$ cat src/rtl/uart_rx.sv
`default_nettype none
// ============================================================================
// Module   : uart_rx
// Purpose  : 8N1 UART receiver with mid-bit sampling, valid and frame-error
//            strobes. Optional 2-of-3 majority sampling via UART_RX_MAJORITY_EN.
// Revision : 1.0 - initial release
// ============================================================================
module uart_rx #(
    parameter int CLK_FREQ = 50_000_000,
    parameter int BAUD     = 115200
) (
    input  logic       clk,
    input  logic       reset,
    input  logic       rx,
    output logic [7:0] rx_data,
    output logic       rx_valid,
    output logic       frame_err,
    output logic       busy
);

    localparam int CLKS_PER_BIT = CLK_FREQ / BAUD;
    localparam int CW           = $clog2(CLKS_PER_BIT);
    localparam int MID          = CLKS_PER_BIT / 2 - 1;
`ifdef UART_RX_MAJORITY_EN
    localparam int SKEW         = 1;
`else
    localparam int SKEW         = 0;
`endif
    localparam logic [CW-1:0] START_PT = CW'(MID + SKEW);
    localparam logic [CW-1:0] BIT_PT   = CW'(CLKS_PER_BIT - 1);

    localparam logic [2:0] S_IDLE      = 3'd0;
    localparam logic [2:0] S_START     = 3'd1;
    localparam logic [2:0] S_DATA      = 3'd2;
    localparam logic [2:0] S_STOP      = 3'd3;
    localparam logic [2:0] S_WAIT_IDLE = 3'd4;

    logic          sync1_q, sync2_q, rx_prev_q;
    logic [2:0]    state_q, state_d;
    logic [CW-1:0] cnt_q, cnt_d;
    logic [2:0]    idx_q, idx_d;
    logic [7:0]    shift_q, shift_d;
    logic [7:0]    data_q, data_d;
    logic          valid_q, valid_d;
    logic          ferr_q, ferr_d;

    logic          w_rx_s;
    logic [CW-1:0] w_pt;
    logic          w_at_pt;
    logic          w_bit;

    assign w_rx_s  = sync2_q;
    // Start bit is sampled half a bit in; later bits are a full bit apart.
    assign w_pt    = (state_q == S_START) ? START_PT : BIT_PT;
    assign w_at_pt = (cnt_q == w_pt);

`ifdef UART_RX_MAJORITY_EN
    logic [1:0] vote_q, vote_d;

    always_comb begin
        vote_d = vote_q;
        if (cnt_q == w_pt - CW'(2)) vote_d[0] = w_rx_s;
        if (cnt_q == w_pt - CW'(1)) vote_d[1] = w_rx_s;
    end

    assign w_bit = (vote_q[0] & vote_q[1]) | (vote_q[0] & w_rx_s) | (vote_q[1] & w_rx_s);

    always_ff @(posedge clk or negedge reset) begin
        if (!reset) vote_q <= 2'b11;
        else        vote_q <= vote_d;
    end
`else
    assign w_bit = w_rx_s;
`endif

    always_comb begin
        state_d = state_q;
        cnt_d   = cnt_q;
        idx_d   = idx_q;
        shift_d = shift_q;
        data_d  = data_q;
        valid_d = 1'b0;
        ferr_d  = 1'b0;
        case (state_q)
            S_IDLE: begin
                if (rx_prev_q && !w_rx_s) begin
                    state_d = S_START;
                    cnt_d   = '0;
                end
            end
            S_START: begin
                if (w_at_pt) begin
                    cnt_d   = '0;
                    idx_d   = 3'd0;
                    state_d = w_bit ? S_IDLE : S_DATA;
                end else begin
                    cnt_d = cnt_q + CW'(1);
                end
            end
            S_DATA: begin
                if (w_at_pt) begin
                    cnt_d          = '0;
                    shift_d[idx_q] = w_bit;
                    if (idx_q == 3'd7) state_d = S_STOP;
                    else               idx_d   = idx_q + 3'd1;
                end else begin
                    cnt_d = cnt_q + CW'(1);
                end
            end
            S_STOP: begin
                if (w_at_pt) begin
                    cnt_d = '0;
                    if (w_bit) begin
                        data_d  = shift_q;
                        valid_d = 1'b1;
                        state_d = S_IDLE;
                    end else begin
                        ferr_d  = 1'b1;
                        state_d = S_WAIT_IDLE;
                    end
                end else begin
                    cnt_d = cnt_q + CW'(1);
                end
            end
            S_WAIT_IDLE: begin
                if (w_rx_s) state_d = S_IDLE;
            end
            default: state_d = S_IDLE;
        endcase
    end

    always_ff @(posedge clk or negedge reset) begin
        if (!reset) begin
            sync1_q   <= 1'b1;
            sync2_q   <= 1'b1;
            rx_prev_q <= 1'b1;
            state_q   <= S_IDLE;
            cnt_q     <= '0;
            idx_q     <= 3'd0;
            shift_q   <= 8'h00;
            data_q    <= 8'h00;
            valid_q   <= 1'b0;
            ferr_q    <= 1'b0;
        end else begin
            sync1_q   <= rx;
            sync2_q   <= sync1_q;
            rx_prev_q <= sync2_q;
            state_q   <= state_d;
            cnt_q     <= cnt_d;
            idx_q     <= idx_d;
            shift_q   <= shift_d;
            data_q    <= data_d;
            valid_q   <= valid_d;
            ferr_q    <= ferr_d;
        end
    end

    assign rx_data   = data_q;
    assign rx_valid  = valid_q;
    assign frame_err = ferr_q;
    assign busy      = (state_q != S_IDLE);

endmodule
`default_nettype wire
$ cat config.mk
export PLATFORM = sky130hd
export DESIGN_NAME = uart_rx
export DESIGN_NICKNAME = d
export VERILOG_FILES = /design/src/rtl/uart_rx.sv
export SDC_FILE = /design/constraint.sdc
export NUM_CORES = 1
export LEC_CHECK = 0
export CAP_MARGIN = 20
export CORE_MARGIN = 2
export CORE_UTILIZATION = 45
export DETAILED_ROUTE_END_ITERATION = 8
export GPL_ROUTABILITY_DRIVEN = 0
export SLEW_MARGIN = 15
export SYNTH_ARGS = -nofsm -noshare
export SYNTH_HDL_FRONTEND = slang
export SYNTH_SLANG_ARGS = --single-unit
export TNS_END_PERCENT = 50
$ cat constraint.sdc
create_clock -name clk -period 2.5 [get_ports clk]
set_input_delay 0.25 -clock clk [delete_from_list [all_inputs] [get_ports clk]]
set_output_delay 0.25 -clock clk [all_outputs]
set_load 0.02 [all_outputs]
### M3 wires, run 1

Scale bar: 20 um.
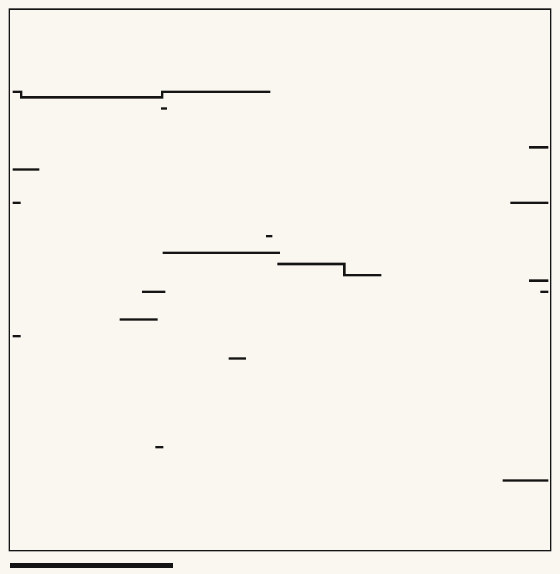
share of all routed wire: 2.7%
wire length on this layer: 89.2 um
nets with wire on the layer: 12
longest straight run: 17.2 um
main direction: horizontal

### Gate families picked out, run 1

Scale bar: 20 um.
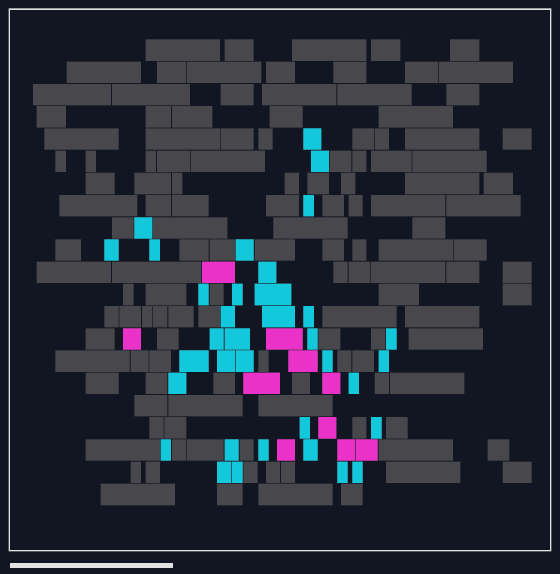
| color | family | cells | most used |
|---|---|---|---|
| magenta | and/or cells | 10 | or3_1 |
| cyan | nand cells | 35 | nand2_1 |

### Placed standard cells, run 1

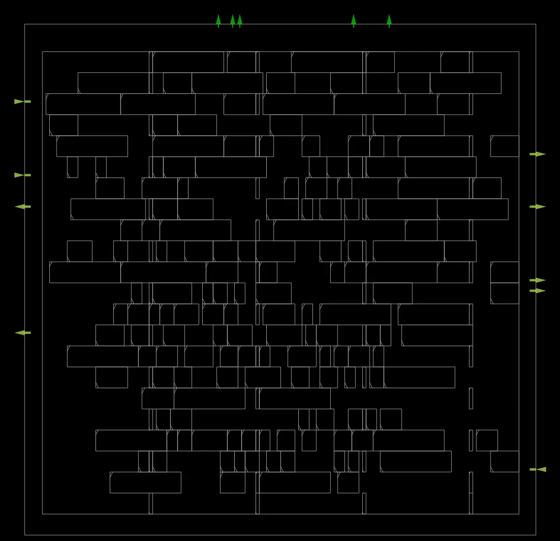
Layout Cells excl Fill: 222
final standard cell utilization of the core: 54.4%

==> results_tabular.tex, run 1 <==
% Synthesis and place-and-route results
\begin{tabular}{lr}
\hline
Metric & Value \\
\hline
\multicolumn{2}{l}{\textbf{Status}} \\
Run status & complete, no violations \\
\multicolumn{2}{l}{\textbf{Critical path}} \\
First element of the critical path & state\_q[1]\$\_DFFE\_PN0P\_ \\
Worst Setup End Kind & primary output \\
Critical path class & register to primary output \\
Endpoint of the most critical setup path & busy \\
Startpoint type of the worst setup path & register \\
FF-to-FF path depth & 6 \\
CP Max Fanout & 12 \\
Slack of the worst reg-to-reg path & 550 ps \\
\multicolumn{2}{l}{\textbf{Final layout}} \\
Post-route design area & 0.00201 sq mm \\
Nets & 179 \\
Combinational Gates & about 110 \\
Leading cell kind & registers \\
Logic area & just under 800 sq um \\
Number of flip-flops in the largest register & 9 \\
Non-clock inverter count in the final layout & 2 \\
Largest reg by FF count & cnt\_q \\
Fill count & 339 \\
Multi-input logic portion of the cell area & 39.3\% \\
Layout Area Growth over Synthesis & 15.6\% \\
Sequential share of cell area & a little under half \\
Flip-flops & 36 \\
\multicolumn{2}{l}{\textbf{Floorplan}} \\
Height of the chip & approximately 66 um \\
Number of rows created at floorplan & 22 \\
Boundary Pins & 14 \\
Placeable core area & 0.00369 sq mm \\
Chip Area & 0.00437 sq mm \\
Starting Density & 47.1\% \\
\multicolumn{2}{l}{\textbf{Clock network}} \\
CTS Sinks & 36 \\
CTS max path bufs & 2 \\
CTS clock-pin slew for the worst setup and hold paths & 70 ps \\
Post-CTS setup buffer count & 0 \\
Root buffer cell & clkbuf\_8 \\
Number of gates resized after CTS & 0 \\
Clock buffer count from CTS & 5 \\
Max H-tree Level & 2 \\
TritonCTS clock tree & built \\
\multicolumn{2}{l}{\textbf{Power and ir drop}} \\
Cell leakage power & around 0.86 nW \\
Combinational share of power & 7.2\% \\
Areal power density over the cells & 613 mW/mm\^{}2 \\
Final Power & 1.23 mW \\
Clk pwr share & around two fifths \\
Switching Power & 0.294 mW \\
Comb pwr & 0.0880 mW \\
Clock group power & 0.495 mW \\
Reported sequential group power & 0.646 mW \\
Switching share of power & 23.9\% \\
\multicolumn{2}{l}{\textbf{Routing}} \\
Iteration-0 DRC Markers & 55 \\
Via total after detailed routing & 1,228 \\
First-pass iteration count of the detailed router & 4 \\
DRC violation count after routing & 0 \\
Total wirelength of the detailed-routed design & approximately 3300 um \\
Number of nets with antenna violations after detailed routing & 0 \\
\multicolumn{2}{l}{\textbf{Placement}} \\
Post-placement setup slack & 559 ps \\
DP HPWL & roughly 2200 um \\
\multicolumn{2}{l}{\textbf{Timing}} \\
Post-Route Setup TNS & 0 ps \\
Setup skew after layout & 2.50 ps \\
Clock period minus final worst setup slack & 1990 ps \\
Worst-margin pin slew & between 400 and 500 ps \\
Period Utilization, post-route & 79.5\% \\
Setup repair after global routing missed its margin & no \\
Final worst hold slack & 357 ps \\
\multicolumn{2}{l}{\textbf{Synthesis}} \\
Net count after synthesis & 164 \\
Proportion of synthesized chip area in sequential cells & between 50\% and 60\% \\
And-or/or-and share of the synthesized area & about 13\% \\
Warning count from the yosys run & 0 \\
Portion of netlist area occupied by mux cells & 8.43\% \\
Most frequently used flop master after synthesis & dfrtp\_1 \\
Post-Syn Instances & 158 \\
\multicolumn{2}{l}{\textbf{Min path}} \\
Worst hold-check path type & register to register \\
Instance count along the most critical hold path & 0 \\
Hold worst-path end & sync2\_q\$\_DFF\_PN1\_ \\
Min-Delay Startpoint & sync1\_q\$\_DFF\_PN1\_ \\
\multicolumn{2}{l}{\textbf{Job}} \\
Max-cap violation count & 0 \\
\multicolumn{2}{l}{\textbf{Global route}} \\
Combined global-route utilization of all metal layers & 17.5\% \\
Vias in the first global route & roughly 1,300 \\
Antenna violations before repair & 0 \\
\hline
\end{tabular}
[run 1: cells in the final DEF (no fill, tap or decap), types with 2 or more instances in the layout]
cell,instances
and4bb_2,2
clkbuf_8,5
o211ai_1,4
a21oi_1,2
o31ai_1,6
ha_1,3
nand3_1,6
nor2_1,5
clkdlybuf4s50_1,13
nor3_1,6
or3_1,3
inv_1,2
a21o_1,2
nand4_1,5
nor4b_1,2
a21boi_0,2
nor3b_1,2
dfstp_2,3
nand2b_1,3
nand2_1,17
dfrtp_1,33
a22o_1,2
mux2_2,13
o21ai_0,13
[run 1: worst register-to-register path, delay by kind of cell (launching register included)]
family,cells,cell delay (ps)
compound gates,1,230
simple gates,2,460
mux,1,260
fa+ha+maj,2,430
flops,1,450
[run 1: cell usage after synthesis (2+ instances only)]
library cell | n | area (sq um)
dfrtp_1 | 33 | 826
nand2_1 | 17 | 63.8
mux2_2 | 13 | 146
o21ai_0 | 13 | 65.1
nand3_1 | 6 | 30.0
nor3_1 | 6 | 30.0
o31ai_1 | 6 | 45.0
nand4_1 | 5 | 31.3
nor2_1 | 5 | 18.8
o211ai_1 | 4 | 30.0
clkbuf_1 | 3 | 11.3
dfstp_2 | 3 | 78.8
ha_1 | 3 | 37.5
nand2b_1 | 3 | 18.8
or3_1 | 3 | 18.8
a21boi_0 | 2 | 15.0
a21o_1 | 2 | 15.0
a21oi_1 | 2 | 10.0
a22o_1 | 2 | 17.5
and4bb_2 | 2 | 25.0
inv_1 | 2 | 7.51
nor3b_1 | 2 | 15.0
nor4b_1 | 2 | 17.5
[run 1: per-layer routing]
metal	global-route usage (%)	wire length (um)
met1	24.2	1700
met2	26.5	1440
met3	4.26	89
met4	6.89	55
met5	0	0
==> run 1 -> run 2 <==
Clock period 2.5 ns to 2 ns, I/O delays scaled along.
==> run 2 against run 1 <==
First-iteration DRC count rose by 9.1%. Via count grew 5.1%. Sequential share of layout area fell by 1.4 points. Die area did not move. Clock skew rose by 5.2 ps. Worst setup slack worse by 360 ps. Wire length is 4.1% higher. Synthesized cell count unchanged. Highest routed layer unchanged. Utilization rose by 1.7 points. Clock power grew 25%. Combinational power grew about 50%. Final cell count up 3.2%.
==> results_tabular.tex, run 2 <==
% Synthesis and place-and-route results
\begin{tabular}{lr}
\hline
Metric & Value \\
\hline
\multicolumn{2}{l}{\textbf{Synthesis}} \\
Cell types with the highest counts after synthesis & dfrtp\_1 (33), nand2\_1 (17), mux2\_2 (13), o21ai\_0 (13) (unchanged) \\
Proportion of synthesized chip area in sequential cells & 52.1\% (unchanged) \\
Net count after synthesis & 164 (unchanged) \\
Ys cells & 158 (unchanged) \\
Warning count from the yosys run & 0 (unchanged) \\
And-or/or-and share of the synthesized area & 12.8\% (unchanged) \\
Post-Syn Instances & 158 (unchanged) \\
Portion of netlist area occupied by mux cells & 8.43\% (unchanged) \\
Syn avg cell area & 11.0 sq um (unchanged) \\
Most frequently used flop master after synthesis & dfrtp\_1 (unchanged) \\
Xor and xnor area share after synthesis & 0.504\% (unchanged) \\
Top cell type by total area after synthesis & dfrtp\_1 (unchanged) \\
EDFF count, synth & 0 (unchanged) \\
Biggest combinational cell group after synthesis & simple AND/OR/NAND/NOR gates (unchanged) \\
Largest cells by area after synthesis & dfrtp\_1 (48\%), mux2\_2 (8.4\%), dfstp\_2 (4.5\%) (unchanged) \\
Cell with the most instances after synthesis & dfrtp\_1 (unchanged) \\
Yosys simple share & 21.6\% (unchanged) \\
Chip area in the Yosys report & 0.00174 sq mm (unchanged) \\
Proportion of netlist area held by the largest area contributor & 47.6\% (unchanged) \\
\multicolumn{2}{l}{\textbf{Floorplan}} \\
Die width & 66.1 um (unchanged) \\
Number of rows created at floorplan & 22 (unchanged) \\
Number of tapcells & 48 (unchanged) \\
Height of the chip & 66.1 um (unchanged) \\
Boundary Pins & 14 (unchanged) \\
Placeable core area & 0.00369 sq mm (unchanged) \\
Chip Area & 0.00437 sq mm (unchanged) \\
Starting Density & 47.1\% (unchanged) \\
\multicolumn{2}{l}{\textbf{Min path}} \\
Instance count along the most critical hold path & 1 (was 0) \\
Worst hold-check path type & input port to register (was register to register) \\
Min-Delay Startpoint & rx (was sync1\_q\$\_DFF\_PN1\_) \\
Hold worst-path end & sync1\_q\$\_DFF\_PN1\_ (was sync2\_q\$\_DFF\_PN1\_) \\
\multicolumn{2}{l}{\textbf{Clock network}} \\
Root buffer cell & clkbuf\_8 (unchanged) \\
CTS max path bufs & 2 (unchanged) \\
Number of gates resized after CTS & 1 (was 0) \\
CTS Sinks & 36 (unchanged) \\
CTS clock-pin slew for the worst setup and hold paths & 70 ps (about the same) \\
TritonCTS clock tree & built (unchanged) \\
Clock buffer count from CTS & 5 (unchanged) \\
Max H-tree Level & 2 (unchanged) \\
Post-CTS setup buffer count & 0 (unchanged) \\
CTS Hold Bufs & 0 (unchanged) \\
\multicolumn{2}{l}{\textbf{Final layout}} \\
Nets & 186 (was 179) \\
Layout Area Growth over Synthesis & 19.2\% (was 15.6\%) \\
Layout cell share with drive strength beyond 1 & 22.7\% (was 18.4\%) \\
Leading cell kind & registers (unchanged) \\
Logic area & 801 sq um (was 790 sq um) \\
Clock distribution area overhead in the final layout & 5.20\% (was 5.36\%) \\
Most common library cell in the layout ignoring fill and taps & dfrtp\_1 (unchanged) \\
Fraction of area in non-clock buffers & 9.13\% (was 6.86\%) \\
Multi-input logic portion of the cell area & 38.7\% (was 39.3\%) \\
Fill count & 340 (was 339) \\
Commonest cells after routing, fill and taps aside & dfrtp\_1 (33), nand2\_1 (17), mux2\_2 (13), o21ai\_0 (13), clkdlybuf4s50\_1 (12) (was dfrtp\_1 (33), nand2\_1 (17), mux2\_2 (13), o21ai\_0 (13), clkdlybuf4s50\_1 (13)) \\
Non-clock inverter count in the final layout & 2 (unchanged) \\
Number of flip-flops in the largest register & 9 (unchanged) \\
Flip-flops & 36 (unchanged) \\
Combinational Gates & 114 (unchanged) \\
Final standard cell utilization of the core & 56.1\% (was 54.4\%) \\
Post-route design area & 0.00207 sq mm (was 0.00201 sq mm) \\
Largest reg by FF count & cnt\_q (unchanged) \\
Sequential share of cell area & 43.7\% (was 45.1\%) \\
\multicolumn{2}{l}{\textbf{Global route}} \\
Vias in the first global route & 1,290 (was 1,263) \\
Antenna violations before repair & 0 (unchanged) \\
Routing usage on met2 & 26.6\% (was 26.5\%) \\
GR met3 Demand/Resource & 4.43\% (was 4.26\%) \\
Grt peak-use layer & met2 (unchanged) \\
Met1 routing resource usage after global routing & 24.2\% (about the same) \\
Combined global-route utilization of all metal layers & 17.8\% (was 17.5\%) \\
Global-route wire length before repair & 5790 um (was 5750 um) \\
\multicolumn{2}{l}{\textbf{Routing}} \\
DRC violation count after routing & 0 (unchanged) \\
Wirelength per Cell & 14.9 um (was 14.8 um) \\
Highest routed layer & met4 (unchanged) \\
Iteration-0 DRC Markers & 60 (was 55) \\
Via total after detailed routing & 1,291 (was 1,228) \\
Total wirelength of the detailed-routed design & 3420 um (was 3280 um) \\
Total length of routed met2 wires & 1570 um (was 1440 um) \\
Met3 routed WL & 114 um (was 89 um) \\
First-pass iteration count of the detailed router & 4 (unchanged) \\
Number of nets with antenna violations after detailed routing & 0 (unchanged) \\
Metal1 wirelength & 1660 um (was 1700 um) \\
\multicolumn{2}{l}{\textbf{Power and ir drop}} \\
Final Power & 1.55 mW (was 1.23 mW) \\
Areal power density over the cells & 747 mW/mm\^{}2 (was 613 mW/mm\^{}2) \\
Peak supply drop & 0.000442 V (was 0.000539 V) \\
Cell leakage power & 0.902 nW (was 0.858 nW) \\
Switching Power & 0.369 mW (was 0.294 mW) \\
Clk pwr share & 40.1\% (was 40.3\%) \\
Combinational share of power & 8.5\% (was 7.2\%) \\
Switching share of power & 23.9\% (about the same) \\
\multicolumn{2}{l}{\textbf{Critical path}} \\
Beginning of the worst register-to-register path & cnt\_q[3]\$\_DFFE\_PN0P\_ (was idx\_q[0]\$\_DFFE\_PN0P\_) \\
Startpoint type of the worst setup path & register (unchanged) \\
Critical path required time & 2170 ps (was 2250 ps) \\
Worst Setup End Kind & register (was primary output) \\
Slack of the worst reg-to-reg path & 160 ps (was 550 ps) \\
FF-to-FF path depth & 4 (was 6) \\
Critical path class & register to register (was register to primary output) \\
CP Max Fanout & 6 (was 12) \\
Arrival @ worst endpoint & 2020 ps (was 1740 ps) \\
\multicolumn{2}{l}{\textbf{Placement}} \\
DP HPWL & 2390 um (was 2250 um) \\
Count of port buffers added during placement & 13 (unchanged) \\
Placed cell areas & 0.00195 sq mm (was 0.00190 sq mm) \\
\multicolumn{2}{l}{\textbf{Timing}} \\
Maximum clock rate & 542 MHz \\
Setup skew after layout & 7.68 ps (was 2.50 ps) \\
Post-Route Setup TNS & 0 ps (unchanged) \\
Final worst hold slack & 321 ps (was 357 ps) \\
Setup repair after global routing missed its margin & no (unchanged) \\
Setup violators final & 0 (unchanged) \\
Clock period minus final worst setup slack & 1840 ps \\
Period Utilization, post-route & 92.2\% \\
Slew Viols, Final & 0 (unchanged) \\
Slew margin rel. & 69.8\% (was 70.4\%) \\
Worst-margin pin slew & 452 ps (was 443 ps) \\
\multicolumn{2}{l}{\textbf{Status}} \\
Run status & complete, no violations (unchanged) \\
\multicolumn{2}{l}{\textbf{Job}} \\
Max-cap violation count & 0 (unchanged) \\
Number of warnings in the stage logs & 26 (unchanged) \\
\hline
\end{tabular}
[run 2: cell counts after synthesis]
Identical to the previous run, type by type.
[run 2: how the worst max path moves through the flow]
stage	startpoint	endpoint	cells past startpoint
2_1_floorplan	idx_q[0]$_DFFE_PN0P_	idx_q[0]$_DFFE_PN0P_	6
3_3_place_gp	idx_q[1]$_DFFE_PN0P_	idx_q[0]$_DFFE_PN0P_	6
3_5_place_dp	idx_q[1]$_DFFE_PN0P_	idx_q[0]$_DFFE_PN0P_	6
4_1_cts	idx_q[1]$_DFFE_PN0P_	idx_q[0]$_DFFE_PN0P_	6
5_1_grt	cnt_q[3]$_DFFE_PN0P_	state_q[1]$_DFFE_PN0P_	4
6_report	cnt_q[3]$_DFFE_PN0P_	state_q[1]$_DFFE_PN0P_	4
[run 2: cell families (layout without fill, tap and decap cells)]
group	after synthesis	count (layout)
flip-flops	36	36
XOR/XNOR	1	1
adder cells (fa/ha/maj)	3	3
AND/OR/NAND/NOR	63	63
AND-OR/OR-AND	34	34
buffers and inverters	8	31
multiplexers	13	13
[run 2: worst max-delay path, stage by stage, from the launching register on]
cell and delay, ps:
dfrtp_1 450, and4bb_2 400, nand4b_1 250, a21boi_0 270
mux2_2 360
[run 2: power groups by stage]
| stage | clock network, mW | registers, mW | logic (mW) |
|---|---|---|---|
| final | 0.621 | 0.794 | 0.132 |
| after global routing | 0.666 | 0.800 | 0.149 |
| after CTS | 0.635 | 0.792 | 0.133 |
| after detailed placement | 0 | 0.806 | 0.133 |
| after global placement | 0 | 0.804 | 0.132 |
| after floorplan | 0 | 0.787 | 0.0974 |
[run 2: per-stage QoR]
stage	setup WS (ps)	instances
5_1_grt	65.3	229
2_1_floorplan	244	158
3_3_place_gp	137	221
3_5_place_dp	109	221
6_report	156	229
4_1_cts	83.5	229
### Nets reached from selected ports, run 2

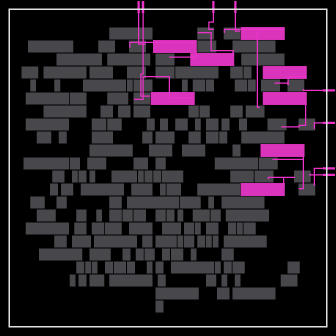
| color | port | bits | direction | end cells | buffers | wire |
|---|---|---|---|---|---|---|
| magenta | `rx_data` | 8 | output | 8 | 8 | 182 um |

### Gate families picked out, run 2

Scale bar: 20 um.
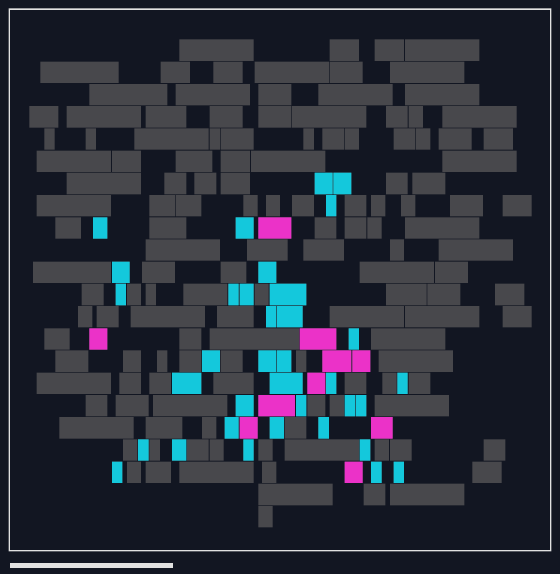
| color | family | cells | most used |
|---|---|---|---|
| magenta | and/or cells | 10 | or3_1 |
| cyan | nand cells | 35 | nand2_1 |

### Placement density heat map, run 2

The die is cut into 7 by 7 equal tiles; black is low, pale yellow is high, 0 to 100% covered.
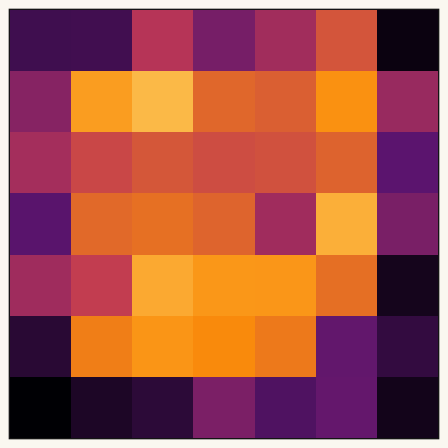
emptiest ninth of the die: lower right
densest ninth of the die: center
nearly empty tiles: 2.0%
mean over tiles: 46%

Power and IR drop assume default switching activity.
